congestion_map.png
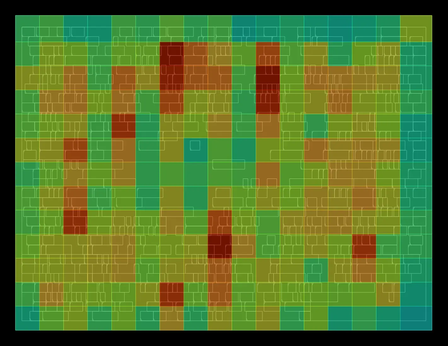
class_map.png
Bar = 20 um. Fill, decap, tap and diode cells in grey.
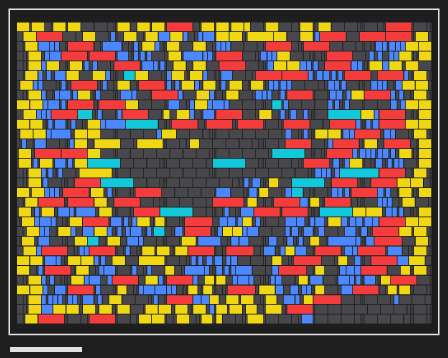
m4.png
Bar = 20 um. Supply wires on this layer in grey.
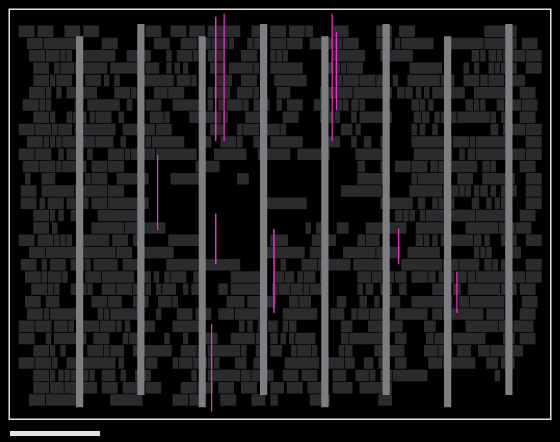
==> config.mk <==
export PLATFORM = sky130hd
export DESIGN_NAME = alu_rr_arbiter
export DESIGN_NICKNAME = d
export VERILOG_FILES = /design/src/rtl/alu_rr_arbiter.sv
export SDC_FILE = /design/constraint.sdc
export NUM_CORES = 1
export LEC_CHECK = 0
export CAP_MARGIN = 20
export CORE_ASPECT_RATIO = 0.75
export CORE_MARGIN = 1.5
export CORE_UTILIZATION = 35
export CTS_CLUSTER_SIZE = 28
export DETAILED_ROUTE_END_ITERATION = 10
export PLACE_DENSITY = 0.73
export SKIP_LAST_GASP = 1
export SLEW_MARGIN = 10
export SYNTH_ARGS = -nofsm -noshare
export SYNTH_HDL_FRONTEND = slang
export SYNTH_SLANG_ARGS = --single-unit
==> constraint.sdc <==
create_clock -name i_clk -period 1.6 [get_ports i_clk]
set_clock_uncertainty 0.1 [all_clocks]
set_input_delay 0.16 -clock i_clk [delete_from_list [all_inputs] [get_ports i_clk]]
set_output_delay 0.16 -clock i_clk [all_outputs]
set_load 0.01 [all_outputs]
==> ds_physical_params.txt <==
Implementation parameters

Parameter                              Value

STA
  Final setup violation count .................. 0
  Final period utilization .................. 98.41%
  Tightest hold margin .................. approximately 0.26 ns
  Max-slew violations .................. 0
  Final Hold Viols .................. 0
  Worst slew slack as a fraction of its limit .................. 72.71%
  Final total negative setup slack .................. 0 ns
  Achievable frequency .................. between 600 and 700 MHz
  Pin slew with the least headroom to its limit .................. 0.4094 ns
  Period minus WS final .................. 1.575 ns
  Final critical-path setup slack .................. 0.02548 ns
  Setup repair after global routing missed its margin .................. true

Power and ir drop
  Overall Power .................. 5.868 mW
  Leakage Power .................. 2.421 nW
  Power density normalized to cell area .................. 956.9 mW/mm^2
  Worst vdd ir .................. 599.9 uV

Synth
  Ys flops .................. 89
  Top-area cell share .................. between 50% and 60%
  Number of instances in the synthesized netlist .................. 454
  Warnings from Yosys .................. 0
  Largest cells by area after synthesis .................. dfxtp_1 (50%), nand2_1 (16%), a311oi_1 (9.1%), nor2_1 (5.9%), a21oi_1 (5.6%)
  Number of distinct standard cells referenced by the synthesized netlist .................. 30
  Number of flops mapped to enable cells by yosys .................. 0
  Top cell type by instance count after synthesis .................. nand2_1
  Syn Nets .................. roughly 550
  Area of the synthesized netlist per yosys stat .................. 0.003563 mm^2
  Async SR Flop Fraction .................. 0%
  Most common reg cell .................. dfxtp_1
  Mean post-synth cell area .................. between 7 and 8 um^2
  Post-Syn Area .................. 0.003563 mm^2
  Total cells reported by yosys after synthesis .................. 454
  Register share after synthesis .................. between 50% and 60%
  List of most frequent post-synthesis cells .................. nand2_1 (148), dfxtp_1 (89), nor2_1 (56), a21oi_1 (40), a311oi_1 (37)
  Cell type with the largest total area .................. dfxtp_1

Final layout
  Cell area after layout .................. between 0.006 and 0.007 mm^2
  Area added between synthesis and finish .................. 72.09%
  Cell class with the largest area share .................. non-clock buffers
  Filler cells .................. 858
  Most common logic cells in the final layout .................. clkdlybuf4s50_1 (169), nand2_1 (148), dfxtp_1 (80)
  Ratio of cells with drive above 1 in the final layout .................. 11.96%
  Number of antenna diodes .................. 0
  Post-route insts no fill .................. 784
  Number of nets in the final layout .................. ~740
  Clock buffer count in the final layout .................. 9
  Multi-input gates .................. 327
  Relative area of clock buffers and inverters in the final design .................. 5.040%
  Storage element area .................. 0.001795 mm^2
  Non-CTS inverters .................. 3
  Share of cell area taken by multi-input logic gates .................. 27.69%
  Registers .................. 89
  Total of plain and repair buffers excluding clock buffers .................. approximately 220
  Commonest non-fill, non-tap cell in the layout .................. clkdlybuf4s50_1
  Final core utilization .................. a little over three fifths
  Footprint of the multi-input gates .................. 0.001698 mm^2
  Non-Clock Buffer Area Fraction .................. between 30% and 40%

Critical path
  Cell with the largest stage delay on the worst path .................. clkdlybuf4s50_1
  Max Fanout on Critical Path .................. 4
  Setup crit end kind .................. output pin
  Top Family by Delay on Critical Path .................. buffers and inverters
  Worst R2R Setup Slack .................. 0.04 ns
  Worst setup SP type .................. flop
  Cells along the critical path .................. buf_4 > clkdlybuf4s50_1
  Number of cells on the critical path .................. 2
  Class of the most critical setup path .................. reg -> out
  CP Data Arrival Time .................. 1.31 ns
  Reg2reg path depth .................. 5
  Stage delay of the slowest cell on the critical path .................. approximately 0.53 ns
  Required time worst endpoint .................. 1.34 ns
  Combined buffer and inverter count along the critical path .................. 2

Route
  Drt via density .................. 4.985
  Wire length the detailed router placed on met1 .................. 4.641 mm
  Metal3 WL .................. 946 um
  Antenna-violating nets left .................. 0
  Number of remaining DRC errors .................. 0
  Number of search-and-repair iterations in the first detailed-routing pass .................. 4
  Wire length on met2 .................. 5.269 mm
  Drt initial violations .................. 207
  Highest metal layer used by the detailed router .................. met4
  Detail-routed net length per standard cell .................. 14.08 um

Job
  Tool warning count .................. 29
  Max Cap Viol .................. 0

Floorplanning
  Die Y .................. 90.39 um
  Die Wd .................. 119.5 um
  Die Outline Area .................. 0.01080 mm^2
  Starting Density .................. between 30% and 40%
  Num ports .................. 184
  Number of tap instances .................. 132
  Core Box Area .................. 0.009774 mm^2

GRT
  Global-route met2 utilization .................. 32.85%
  Vias in the first global route .................. about 3600
  Busiest layer in global routing .................. met2
  Remaining Overflow, GRT .................. 0
  Global-route wire length before repair .................. 17.20 mm
  Maximum number of pins on one net before global-route repair .................. 90
  Number of antenna violations at the first check in global routing .................. 0

CTS
  Number of H-tree levels .................. 3
  Maximum buffer depth of the clock tree .................. 2
  Hold-fix buffers at CTS .................. 0
  Number of sinks on the clock net .................. around 89
  Post-CTS Resized .................. 18
  Setup Fix Bufs, Post-CTS .................. 0
  Number of buffers added by the clock tree synthesis step .................. 9
  Insertion delay of the later-clocked pin in the worst-skew pair .................. 0.33 ns
  Clock input transition at the sequential cells of the worst setup and hold paths .................. 0.07 ns
  Clock Root Buffer .................. clkbuf_16
  TritonCTS clock tree .................. yes

Placed design
  Placed standard-cell area .................. 0.005713 mm^2
  Placed cell count .................. approximately 770
  IO Port Bufs .................. 183
  DPL Wire Length .................. about 8 mm
  Routability cong. .................. 0.7843
  Worst-case setup slack after placement .................. -0.2289 ns

Worst hold path
  Type of the tightest min-delay check .................. in -> reg
  Worst hold stages .................. 3

Status
  Outcome .................. complete, no violations
About congestion_map.png:
met1 demand-to-capacity share in global routing: 23.00%
met3 Resource Use GR: 6.692%
global routing usage summed across all routing layers: 19.30%

About class_map.png:
red -> registers  # cells 89, share of their area 30%
yellow -> remaining buffers and delay cells  # cells 217, share of their area 36%
blue -> remaining logic cells  # cells 330, share of their area 29%
cyan -> clock drivers and dummy loads  # cells 16, share of their area 5.2%
sequential fraction of total cell area: 29.28%
Row Count: 31

About m4.png:
nets with wire on the layer = 8
main direction = vertical
wire length on this layer = 181 um
share of all routed wire = 1.6%
Via Count: 3908
total routed wirelength: 11.04 mm

==> cell families (layout without fill, tap and decap cells) <==
logic type,count (synthesis),after routing,share of synthesized area [%]
AND-OR/OR-AND,83,83,15.70
flip-flops,89,89,50.00
XOR/XNOR,10,10,2.458
AND/OR/NAND/NOR,233,233,27.11
adder cells (fa/ha/maj),1,1,0.3511
buffers and inverters,38,236,4.389
==> worst register-to-register path, delay by kind of cell (launching register included) <==
kind	cells	cell delay, ns
and+or+nand+nor	3	0.74
buffers and inverters	1	0.16
AOI/OAI and AO/OA	1	0.14
DFF	1	0.37
==> where the power goes <==
group | leakage, nW | switching (mW) | internal (mW)
clock network | 0.149 | 0.916 | 1.24
logic | 1.54 | 0.552 | 0.698
registers | 0.733 | 0.0893 | 2.37
Power figures rest on the tool's default switching activity, not on a simulated workload.
